File: src/rtl/axi_info_reader.sv
// rtl/axi_info_reader.sv - AXI4-Lite read-only initiator streaming N words out on AXI-Stream (option macro: AXI_INFO_READER_ABORT_ON_ERR_EN)
module axi_info_reader #(
    parameter int                    N          = 4,
    parameter int                    DATA_WIDTH = 32,
    parameter int                    ADDR_WIDTH = 12,
    parameter logic [ADDR_WIDTH-1:0] BASE_ADDR  = '0
) (
    input  logic                                  ap_clk,
    input  logic                                  ap_rst,
    input  logic                                  start,
    output logic                                  busy,
    output logic                                  done,
    output logic                                  err,
    output logic [((N > 1) ? $clog2(N) : 1)-1:0]  err_idx,
    output logic                                  m_axi_ARVALID,
    input  logic                                  m_axi_ARREADY,
    output logic [ADDR_WIDTH-1:0]                 m_axi_ARADDR,
    output logic [2:0]                            m_axi_ARPROT,
    input  logic                                  m_axi_RVALID,
    output logic                                  m_axi_RREADY,
    input  logic [DATA_WIDTH-1:0]                 m_axi_RDATA,
    input  logic [1:0]                            m_axi_RRESP,
    output logic                                  m_axis_TVALID,
    input  logic                                  m_axis_TREADY,
    output logic [DATA_WIDTH-1:0]                 m_axis_TDATA,
    output logic                                  m_axis_TLAST
);

    localparam int                    IW         = (N > 1) ? $clog2(N) : 1;
    localparam logic [IW-1:0]         LAST_IDX   = IW'(N - 1);
    localparam logic [ADDR_WIDTH-1:0] WORD_BYTES = ADDR_WIDTH'(DATA_WIDTH / 8);

    typedef enum logic [2:0] {
        S_IDLE,
        S_ADDR,
        S_DATA,
        S_OUT,
        S_FIN
    } state_t;

    state_t                  r_state;
    state_t                  w_next;
    logic [IW-1:0]           r_idx;
    logic                    r_err;
    logic [IW-1:0]           r_err_idx;
    logic [DATA_WIDTH-1:0]   r_tdata;
    logic                    r_tlast;
    logic                    w_last;
    logic                    w_bad_resp;
    logic [ADDR_WIDTH-1:0]   w_araddr;

    assign w_last     = (r_idx == LAST_IDX);
    assign w_bad_resp = (m_axi_RRESP != 2'b00);
    // Address depends only on the registered index, so it is stable across ARREADY stalls.
    assign w_araddr   = BASE_ADDR + ADDR_WIDTH'(r_idx) * WORD_BYTES;

    // State register; reset abandons any transfer in flight.
    always_ff @(posedge ap_clk or posedge ap_rst) begin
        if (ap_rst) begin
            r_state <= S_IDLE;
        end else begin
            r_state <= w_next;
        end
    end

    // Next-state decode and state-decoded handshake outputs.
    always_comb begin
        w_next        = r_state;
        busy          = 1'b0;
        done          = 1'b0;
        m_axi_ARVALID = 1'b0;
        m_axi_RREADY  = 1'b0;
        m_axis_TVALID = 1'b0;
        case (r_state)
            S_IDLE: begin
                if (start) begin
                    w_next = S_ADDR;
                end
            end
            S_ADDR: begin
                busy          = 1'b1;
                m_axi_ARVALID = 1'b1;
                if (m_axi_ARREADY) begin
                    w_next = S_DATA;
                end
            end
            S_DATA: begin
                busy         = 1'b1;
                m_axi_RREADY = 1'b1;
                if (m_axi_RVALID) begin
`ifdef AXI_INFO_READER_ABORT_ON_ERR_EN
                    w_next = w_bad_resp ? S_FIN : S_OUT;
`else
                    w_next = S_OUT;
`endif
                end
            end
            S_OUT: begin
                busy          = 1'b1;
                m_axis_TVALID = 1'b1;
                if (m_axis_TREADY) begin
                    w_next = w_last ? S_FIN : S_ADDR;
                end
            end
            S_FIN: begin
                busy   = 1'b1;
                done   = 1'b1;
                w_next = S_IDLE;
            end
            default: begin
                w_next = S_IDLE;
            end
        endcase
    end

    // Word index, captured read data and first-error bookkeeping.
    always_ff @(posedge ap_clk or posedge ap_rst) begin
        if (ap_rst) begin
            r_idx     <= '0;
            r_err     <= 1'b0;
            r_err_idx <= '0;
            r_tdata   <= '0;
            r_tlast   <= 1'b0;
        end else begin
            case (r_state)
                S_IDLE: begin
                    if (start) begin
                        r_idx     <= '0;
                        r_err     <= 1'b0;
                        r_err_idx <= '0;
                        r_tlast   <= 1'b0;
                    end
                end
                S_DATA: begin
                    if (m_axi_RVALID) begin
                        r_tdata <= m_axi_RDATA;
`ifdef AXI_INFO_READER_ABORT_ON_ERR_EN
                        // A discarded word must not leave TLAST behind for the aborted stream.
                        r_tlast <= w_last && !w_bad_resp;
`else
                        r_tlast <= w_last;
`endif
                        if (w_bad_resp && !r_err) begin
                            r_err     <= 1'b1;
                            r_err_idx <= r_idx;
                        end
                    end
                end
                S_OUT: begin
                    if (m_axis_TREADY && !w_last) begin
                        r_idx <= r_idx + 1'b1;
                    end
                end
                default: begin
                end
            endcase
        end
    end

    assign err          = r_err;
    assign err_idx      = r_err_idx;
    assign m_axi_ARADDR = w_araddr;
    assign m_axi_ARPROT = 3'b000;
    assign m_axis_TDATA = r_tdata;
    assign m_axis_TLAST = r_tlast;

endmodule

File: config.mk
export PLATFORM = sky130hd
export DESIGN_NAME = axi_info_reader
export DESIGN_NICKNAME = d
export VERILOG_FILES = /design/src/rtl/axi_info_reader.sv
export SDC_FILE = /design/constraint.sdc
export NUM_CORES = 1
export LEC_CHECK = 0
export ABC_AREA = 1
export CORE_UTILIZATION = 43
export DETAILED_ROUTE_END_ITERATION = 10
export GPL_TIMING_DRIVEN = 0
export PLACE_DENSITY = 0.86
export SLEW_MARGIN = 30
export SYNTH_ARGS = -nofsm -noshare
export SYNTH_HDL_FRONTEND = slang
export SYNTH_SLANG_ARGS = --single-unit
File: constraint.sdc
create_clock -name ap_clk -period 3.1 [get_ports ap_clk]
set_input_delay 0.62 -clock ap_clk [delete_from_list [all_inputs] [get_ports ap_clk]]
set_output_delay 0.62 -clock ap_clk [all_outputs]
set_load 0.03 [all_outputs]
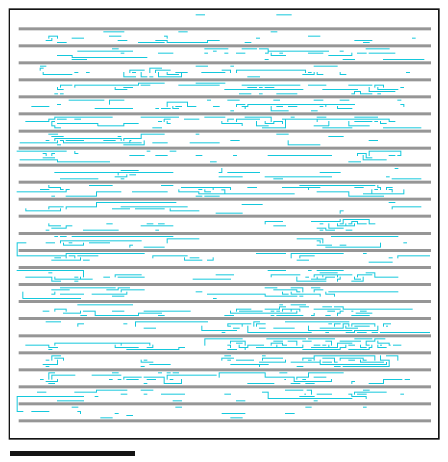
(images/m1.png)
Bar = 20 µm. Supply wires on this layer in gray.
The layer carries 1,820 µm of wire. The longest straight run is 18.9 µm. 300 nets have wire on it. The wires run mostly horizontal.
vias post-DR: 1,722
met1 Track Usage GR: 21.9%
routed wire length: 4360 µm

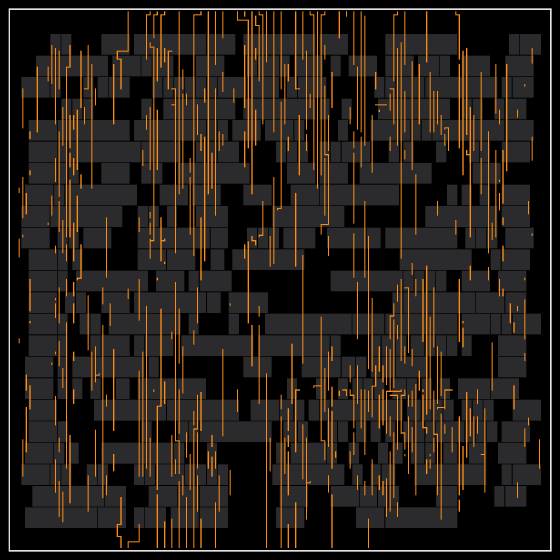
(images/m2.png)
The layer holds 51% of the routed length. The longest straight run is 30.4 µm.
met2 Use GR: 32.6%

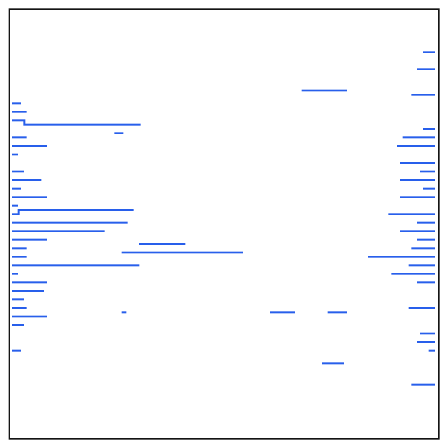
(images/m3.png)
56 nets have wire on it. The layer carries 290 µm of wire. The longest straight run is 20.0 µm.

==> results.sh <==
# implementation run metrics
export IMPL_fin_crit_ps=2540
export IMPL_worst_path_max_delay_cell="clkdlybuf4s50_1"
export IMPL_inverters=15
export IMPL_diodes=0
export IMPL_drive_gt1_share_pct=10.7
export IMPL_fill_cells=327
export IMPL_seqCellArea_um2=1030
export IMPL_fin_nets=377
export IMPL_r2r_slack_ps=1770
export IMPL_most_common_cell="nand2_1"
export IMPL_final_area_um2=2950
export IMPL_pre_cts_ws_ps=874
export IMPL_cts_resized=0
export IMPL_tool_warnings=26
export IMPL_muxShareOfSynthArea_pct=0
export IMPL_p_leak_nw=1.53
export IMPL_busiest_layer="met2"
export IMPL_grt_pass1_wl_um=6420
export IMPL_crit_required_ps=2480
export IMPL_synth_cells_most_frequent="nand2_1, dfrtp_1, buf_4, inv_1, nor2_1"
export IMPL_sh_comb_area_pct=23.8
export IMPL_cp_top_family="buffers and inverters"
export IMPL_hold_end="err_idx[0]"
export IMPL_period_used_pct=82.0
export IMPL_crit_arrival_ps=1920
export IMPL_synth_cell_types=19
export IMPL_path_clk_slew_ps=80
export IMPL_p_seq_mw=0.901
export IMPL_drc_errors=0
export IMPL_lay_top_count="nand2_1"
export IMPL_finalSetupTns_ps=0
export IMPL_vias_per_cell=4.46
export IMPL_logic_area_um2=702
export IMPL_avgSynthCellArea_um2=8.07
export IMPL_holdWs_ps=476
export IMPL_vdd_drop_max_uv=548
export IMPL_top_layer_used="met4"
export IMPL_first_iter_violations=110
export IMPL_worstReg2RegStart="r_state[0]"
export IMPL_htreeDepth=2
export IMPL_antenna_found_initial=0
export IMPL_synth_area_um2=1890
export IMPL_dpl_cell_count=379
export IMPL_cts_setup_buffers=0
export IMPL_final_antenna_net_count=0
export IMPL_drt_met1_wl_um=1820
export IMPL_top_power_group="combinational cells"
export IMPL_fin_total_pwr_mw=2.94
export IMPL_regToRegEndpoint="m_axis_TDATA[26]"
export IMPL_grt_met3_usage_pct=4.83
export IMPL_drv_cap=0
export IMPL_rsz0062_at_grt="no"
export IMPL_cp_end_kind="primary output"
export IMPL_grt_max_degree=22
export IMPL_hp_class="reg -> reg"
export IMPL_crit_chain="inv_1 > nand2_1 > nor2_4 > inv_1 > nand4_1 > clkdlybuf4s50_1"
export IMPL_die_w_um=68.3
export IMPL_overflow=0
export IMPL_std_cell_rows=23
export IMPL_cpMostUsedCell="inv_1"
export IMPL_skew_ps=4.97
export IMPL_netSwitchingFraction_pct=44.0
export IMPL_ys_chip_area_um2=1890
export IMPL_worstHoldStart="err_idx[0]"
export IMPL_setup_violations=0
export IMPL_outcome="finished, final reports clean"
export IMPL_dr_wl_met2_um=2200
export IMPL_synth_top_area_share_pct=54.3
export IMPL_die_height_um=68.3
export IMPL_min_path_cells=2
export IMPL_postSynthSeqShare_pct=54.3
export IMPL_seq_cell_share_pct=34.8
export IMPL_route_met3_wl_um=290
export IMPL_tap_cell_count=50
export IMPL_clk_latency_ps=280
export IMPL_first_pass_iters=4
export IMPL_p_clk_share_pct=14.0
export IMPL_n_clock_buffer=5
export IMPL_cp_num_buf_inv=3
export IMPL_p_sw_mw=1.29
export IMPL_cts_root_buf="clkbuf_8"
export IMPL_ys_sh_xor_pct=0
export IMPL_largest_cell_class="sequential cells"
export IMPL_slowest_delay_ps=670
export IMPL_buffer_area_share_pct=33.7
export IMPL_top_logic_kind="simple AND/OR/NAND/NOR gates"
export IMPL_mostFrequentLayoutCells="nand2_1, clkdlybuf4s50_1, dfrtp_1"
export IMPL_synth_warning_count=0
export IMPL_instances_no_fill=386
